### src/rtl/dispatch_pkg.sv
// dispatch_pkg: shared count type and the in-order retire helper for the
// multi-lane dispatch stage.
//
// LANES_MAX is the widest LANES this build instantiates. cnt_t is sized
// from it so that every count (0..LANES) fits without overflow, including
// the intermediate sums slot+acc and keep+j used to steer the slot muxes
// (at most 2*LANES-1).
package dispatch_pkg;

  localparam int LANES_MAX = 2;
  localparam int CNT_W     = $clog2(LANES_MAX) + 1;

  typedef logic [CNT_W-1:0] cnt_t;

  // Length of the longest prefix of slots that are both valid and accepted.
  // A refused slot ends the prefix, so later handshakes are ignored.
  function automatic cnt_t prefix_len(input logic [LANES_MAX-1:0] valid,
                                      input logic [LANES_MAX-1:0] ready);
    cnt_t n;
    logic run;
    n   = '0;
    run = 1'b1;
    for (int i = 0; i < LANES_MAX; i++) begin
      if (run && valid[i] && ready[i]) begin
        n = n + cnt_t'(1);
      end else begin
        run = 1'b0;
      end
    end
    return n;
  endfunction

endpackage

### src/rtl/dispatch_checker.sv
// dispatch_checker: simulation-only property checks for fifo_dispatch_stage.
// Holds no state and drives nothing.
//
// Ports
//   clk, rst    clock and synchronous active-high reset
//   ready_cnt   FIFO entries offered
//   poll_cnt    FIFO entries taken
//   occupancy   live slot count
//   lane_valid  per-slot valid vector
module dispatch_checker #(
  parameter int LANES = 2
) (
  input logic                     clk,
  input logic                     rst,
  input logic [$clog2(LANES):0]   ready_cnt,
  input logic [$clog2(LANES):0]   poll_cnt,
  input logic [$clog2(LANES):0]   occupancy,
  input logic [LANES-1:0]         lane_valid
);

  localparam int             PW      = $clog2(LANES) + 1;
  localparam logic [PW-1:0]  LANES_C = PW'(LANES);

  logic [LANES-1:0] therm_s;

  // Thermometer pattern implied by the current occupancy.
  always_comb begin
    therm_s = '0;
    for (int i = 0; i < LANES; i++) begin
      therm_s[i] = (PW'(i) < occupancy);
    end
  end

  a_poll_le_ready: assert property (@(posedge clk) disable iff (rst)
    poll_cnt <= ready_cnt);

  a_occ_le_lanes: assert property (@(posedge clk) disable iff (rst)
    occupancy <= LANES_C);

  a_valid_thermo: assert property (@(posedge clk) disable iff (rst)
    (((lane_valid + LANES'(1)) & lane_valid) == '0) && (lane_valid == therm_s));

endmodule

### src/rtl/dispatch_shift_slots.sv
// dispatch_shift_slots: LANES-deep holding register for the dispatch stage.
// Each cycle the surviving entries shift down by acc (oldest stays in slot 0)
// and poll entries from the FIFO are appended directly behind them.
//
// Ports
//   clk        clock
//   rst        synchronous active-high reset, clears all slots to 0
//   acc        entries retired this cycle (prefix of slots)
//   keep       entries surviving this cycle (occupancy - acc)
//   poll       entries taken from the FIFO this cycle
//   fifo_data  FIFO data_out[], [0] oldest
//   slot_data  registered slot contents, slot 0 oldest
module dispatch_shift_slots
  import dispatch_pkg::*;
#(
  parameter int DATA_WIDTH = 8,
  parameter int LANES      = 2
) (
  input  logic                             clk,
  input  logic                             rst,
  input  cnt_t                             acc,
  input  cnt_t                             keep,
  input  cnt_t                             poll,
  input  logic [LANES-1:0][DATA_WIDTH-1:0] fifo_data,
  output logic [LANES-1:0][DATA_WIDTH-1:0] slot_data
);

  logic [LANES-1:0][DATA_WIDTH-1:0] slot_r;
  logic [LANES-1:0][DATA_WIDTH-1:0] next_s;
  logic [LANES-1:0][DATA_WIDTH-1:0] shifted_s;
  logic [LANES-1:0][DATA_WIDTH-1:0] appended_s;

  // Next slot contents: shift survivors down, append polled entries,
  // leave dead slots untouched. The source selects are one-hot, so an
  // OR-reduction over candidates forms each mux.
  always_comb begin
    next_s     = slot_r;
    shifted_s  = '0;
    appended_s = '0;
    for (int i = 0; i < LANES; i++) begin
      for (int s = 0; s < LANES; s++) begin
        shifted_s[i] = shifted_s[i] |
                       ((cnt_t'(s) == cnt_t'(i) + acc) ? slot_r[s] : {DATA_WIDTH{1'b0}});
      end
      for (int j = 0; j < LANES; j++) begin
        appended_s[i] = appended_s[i] |
                        (((cnt_t'(i) == keep + cnt_t'(j)) && (cnt_t'(j) < poll)) ?
                         fifo_data[j] : {DATA_WIDTH{1'b0}});
      end
      if (cnt_t'(i) < keep) begin
        next_s[i] = shifted_s[i];
      end else if (cnt_t'(i) < keep + poll) begin
        next_s[i] = appended_s[i];
      end else begin
        next_s[i] = slot_r[i];
      end
    end
  end

  // Slot register file.
  always_ff @(posedge clk) begin
    if (rst) begin
      slot_r <= '0;
    end else begin
      slot_r <= next_s;
    end
  end

  assign slot_data = slot_r;

endmodule

### src/rtl/fifo_dispatch_stage.sv
// fifo_dispatch_stage: in-order multi-lane dispatch stage fed by a multi-pop
// synchronous FIFO. Pulls up to LANES entries per cycle into a holding
// register (oldest in slot 0), presents slot i on lane i, and retires the
// longest accepted prefix each cycle. Retired slots are refilled in the
// same cycle, so a fully-ready downstream sees no bubbles.
//
// Ports
//   clk           clock
//   rst           synchronous active-high reset (dominates flush)
//   ready_cnt     FIFO entries available, 0..LANES
//   fifo_data     FIFO data_out[], [0] oldest
//   poll_cnt      entries consumed from the FIFO this cycle (combinational)
//   flush         discard all held entries after this cycle's handshakes
//   lane_valid    registered; slot i live (thermometer code)
//   lane_data     registered slot contents
//   lane_ready    lane i accepts slot i
//   occupancy     registered live slot count
//   stall_cycles  (DISPATCH_PERF_CNT_EN) cycles with live entries and no retire
//   retired_total (DISPATCH_PERF_CNT_EN) running count of retired entries
//
// Optional feature macro: DISPATCH_PERF_CNT_EN adds the two perf counters.
module fifo_dispatch_stage
  import dispatch_pkg::*;
#(
  parameter int DATA_WIDTH = 8,
  parameter int LANES      = 2
) (
  input  logic                             clk,
  input  logic                             rst,
`ifdef DISPATCH_PERF_CNT_EN
  output logic [31:0]                      stall_cycles,
  output logic [31:0]                      retired_total,
`endif
  input  logic [$clog2(LANES):0]           ready_cnt,
  input  logic [LANES-1:0][DATA_WIDTH-1:0] fifo_data,
  output logic [$clog2(LANES):0]           poll_cnt,
  input  logic                             flush,
  output logic [LANES-1:0]                 lane_valid,
  output logic [LANES-1:0][DATA_WIDTH-1:0] lane_data,
  input  logic [LANES-1:0]                 lane_ready,
  output logic [$clog2(LANES):0]           occupancy
);

  localparam cnt_t LANES_C = cnt_t'(LANES);

  cnt_t                 occ_r;
  logic [LANES-1:0]     valid_r;
  cnt_t                 acc_s;
  cnt_t                 keep_s;
  cnt_t                 room_s;
  cnt_t                 avail_s;
  cnt_t                 poll_s;
  cnt_t                 occ_next_s;
  logic [LANES-1:0]     valid_next_s;
  logic [LANES_MAX-1:0] valid_ext_s;
  logic [LANES_MAX-1:0] ready_ext_s;

  // Retire/refill counts. poll is forced to 0 in reset and on flush so the
  // FIFO is never popped for entries that would be thrown away.
  always_comb begin
    valid_ext_s              = '0;
    ready_ext_s              = '0;
    valid_ext_s[LANES-1:0]   = valid_r;
    ready_ext_s[LANES-1:0]   = lane_ready;
    acc_s                    = prefix_len(valid_ext_s, ready_ext_s);
    keep_s                   = occ_r - acc_s;
    room_s                   = LANES_C - keep_s;
    avail_s                  = cnt_t'(ready_cnt);
    if (rst || flush) begin
      poll_s = '0;
    end else if (avail_s < room_s) begin
      poll_s = avail_s;
    end else begin
      poll_s = room_s;
    end
    if (flush) begin
      occ_next_s = '0;
    end else begin
      occ_next_s = keep_s + poll_s;
    end
    valid_next_s = '0;
    for (int i = 0; i < LANES; i++) begin
      valid_next_s[i] = (cnt_t'(i) < occ_next_s);
    end
  end

  // Occupancy and its thermometer-coded valid vector, kept as separate
  // registers so lane_valid is a direct flop output.
  always_ff @(posedge clk) begin
    if (rst) begin
      occ_r   <= '0;
      valid_r <= '0;
    end else begin
      occ_r   <= occ_next_s;
      valid_r <= valid_next_s;
    end
  end

  dispatch_shift_slots #(
    .DATA_WIDTH (DATA_WIDTH),
    .LANES      (LANES)
  ) u_slots (
    .clk       (clk),
    .rst       (rst),
    .acc       (acc_s),
    .keep      (keep_s),
    .poll      (poll_s),
    .fifo_data (fifo_data),
    .slot_data (lane_data)
  );

`ifdef DISPATCH_PERF_CNT_EN
  logic [31:0] stall_r;
  logic [31:0] retired_r;

  // Perf counters; free-running with wrap, untouched by flush.
  always_ff @(posedge clk) begin
    if (rst) begin
      stall_r   <= 32'd0;
      retired_r <= 32'd0;
    end else begin
      stall_r   <= stall_r + (((occ_r != '0) && (acc_s == '0)) ? 32'd1 : 32'd0);
      retired_r <= retired_r + 32'(acc_s);
    end
  end

  assign stall_cycles  = stall_r;
  assign retired_total = retired_r;
`endif

  assign poll_cnt   = poll_s[$clog2(LANES):0];
  assign occupancy  = occ_r[$clog2(LANES):0];
  assign lane_valid = valid_r;

  dispatch_checker #(
    .LANES (LANES)
  ) u_chk (
    .clk        (clk),
    .rst        (rst),
    .ready_cnt  (ready_cnt),
    .poll_cnt   (poll_cnt),
    .occupancy  (occupancy),
    .lane_valid (lane_valid)
  );

endmodule

### config.mk
export PLATFORM = sky130hd
export DESIGN_NAME = fifo_dispatch_stage
export DESIGN_NICKNAME = d
export VERILOG_FILES = /design/src/rtl/dispatch_pkg.sv /design/src/rtl/dispatch_checker.sv /design/src/rtl/dispatch_shift_slots.sv /design/src/rtl/fifo_dispatch_stage.sv
export SDC_FILE = /design/constraint.sdc
export NUM_CORES = 1
export LEC_CHECK = 0
export ABC_AREA = 0
export CAP_MARGIN = 0
export CORE_ASPECT_RATIO = 1.5
export CORE_UTILIZATION = 40
export DETAILED_ROUTE_END_ITERATION = 16
export PLACE_DENSITY = 0.75
export SLEW_MARGIN = 5
export SYNTH_ARGS = -nofsm -noshare
export SYNTH_HDL_FRONTEND = slang
export SYNTH_HIERARCHICAL = 1
export SYNTH_SLANG_ARGS = --single-unit
### constraint.sdc
create_clock -name clk -period 4.2 [get_ports clk]
set_clock_uncertainty 0.1 [all_clocks]
set_input_delay 0.84 -clock clk [delete_from_list [all_inputs] [get_ports clk]]
set_output_delay 0.84 -clock clk [all_outputs]
set_load 0.03 [all_outputs]
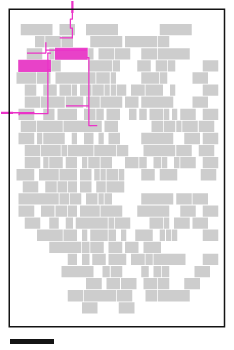
io_fan.png
The bar under the picture is 10 microns long.
legend:
  `occupancy`:
    color: magenta
    bits: 2
    direction: output
    end_cells: 2
    wire: 74.6 microns

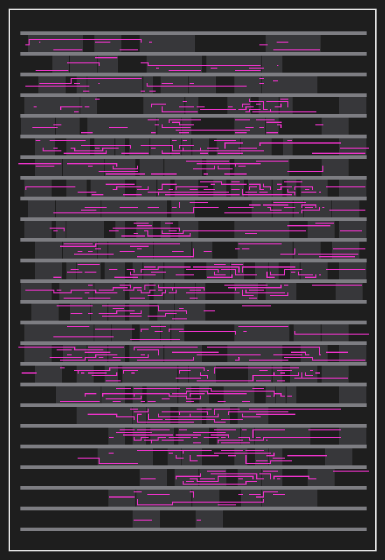
layer_met1.png
Supply wires on this layer in gray.
share of all routed wire: 38%
longest straight run: 18.4 microns
main direction: horizontal

==> tab_implementation.tex <==
% Table of physical implementation metrics
\begin{tabular}{lr}
\hline
Metric & Value \\
\hline
\multicolumn{2}{l}{\textbf{Worst hold path}} \\
Hold-critical path depth & 2 \\
\multicolumn{2}{l}{\textbf{Global route}} \\
Met3 Use GR & 0.0332 \\
Global Route Usage Sum & 0.242 \\
Met1 Track Usage GR & 0.275 \\
Met2 track demand over resource & 0.416 \\
Global route hottest layer & met2 \\
\multicolumn{2}{l}{\textbf{Setup path}} \\
Capturing instance or port of the critical path & poll\_cnt[0] \\
R2R Path Start & lane\_valid[0]\$\_SDFF\_PP0\_ \\
Slack of the worst reg-to-reg path & 0.69 ns \\
Cell occurring most often along the worst timing path & buf\_6 \\
Largest delay contributor family on the critical path & adder cells \\
\multicolumn{2}{l}{\textbf{STA}} \\
Minimum period implied by the final worst setup slack & 4.05 ns \\
Worst Setup Slack, final & 0.154 ns \\
Setup TNS Final & 0 ns \\
Actual transition at the worst max-transition pin & 0.616 ns \\
Worst rel slew slack & 0.588 \\
Count of final hold-check violations & 0 \\
\multicolumn{2}{l}{\textbf{CTS}} \\
PostCTS Resize Cnt & 7 \\
\multicolumn{2}{l}{\textbf{Run status}} \\
Result of the run & finished, final reports clean \\
\multicolumn{2}{l}{\textbf{Finish}} \\
Count of inserted antenna diode cells & 0 \\
Top cells excl fill/tap & clkdlybuf4s50\_1, dfxtp\_1, buf\_4 \\
Final cell utilization of the core & 0.659 \\
Most common library cell in the layout ignoring fill and taps & clkdlybuf4s50\_1 \\
\multicolumn{2}{l}{\textbf{Logic synthesis}} \\
Count of mapped cells out of synthesis & 146 \\
Yosys synthesis warning count & 6 \\
Number of enable flip-flop cells & 0 \\
Synthesized area per cell & 8.71 sq um \\
Portion of the post-synthesis area used by sequential elements & 0.299 \\
Simple-gate portion of the synthesized area & 0.151 \\
Yosys-reported design area after synthesis & 0.00127 sq mm \\
\multicolumn{2}{l}{\textbf{Power}} \\
Pwr dens & 524 mW/mm\^{}2 \\
Sequential Power Share & 0.272 \\
Power of the sequential group & 0.279 mW \\
Combinational group share of total power & 0.605 \\
Power attributed to combinational cells & 0.621 mW \\
\multicolumn{2}{l}{\textbf{Drt}} \\
Detailed-route wire length per cell & 16.3 microns \\
Detailed-route wire length on metal 1 & 1480 microns \\
Max Used Layer & met4 \\
\multicolumn{2}{l}{\textbf{Floorplan}} \\
Overall die height & 71.0 microns \\
\multicolumn{2}{l}{\textbf{Placed design}} \\
Final GP Congestion & 0.852 \\
I/O Buffers & 44 \\
\hline
\end{tabular}
## worst reg2reg max path, stage by stage, from the launching register on
cell and delay, ns:
dfxtp_1 0.32, and2_4 0.16, and3_4 0.18, ha_4 0.26
ha_2 0.16, xnor3_2 0.28, xnor2_2 0.16, ha_1 0.33
nand2b_4 0.07, a21oi_4 0.17, buf_4 0.13, ha_1 0.21
xor2_2 0.11, buf_4 0.16, a22oi_1 0.18, a211oi_2 0.10
a2111oi_2 0.33
## final cells by class
type,count,area [sq um]
Clock buffer,3,41.3
Sequential cell,19,380
Inverter,7,26.3
Fill cell,241,1010
Clock inverter,1,5.00
Multi-Input combinational cell,109,876
Timing Repair Buffer,62,581
Tap cell,39,48.8
Power and IR drop assume default switching activity.
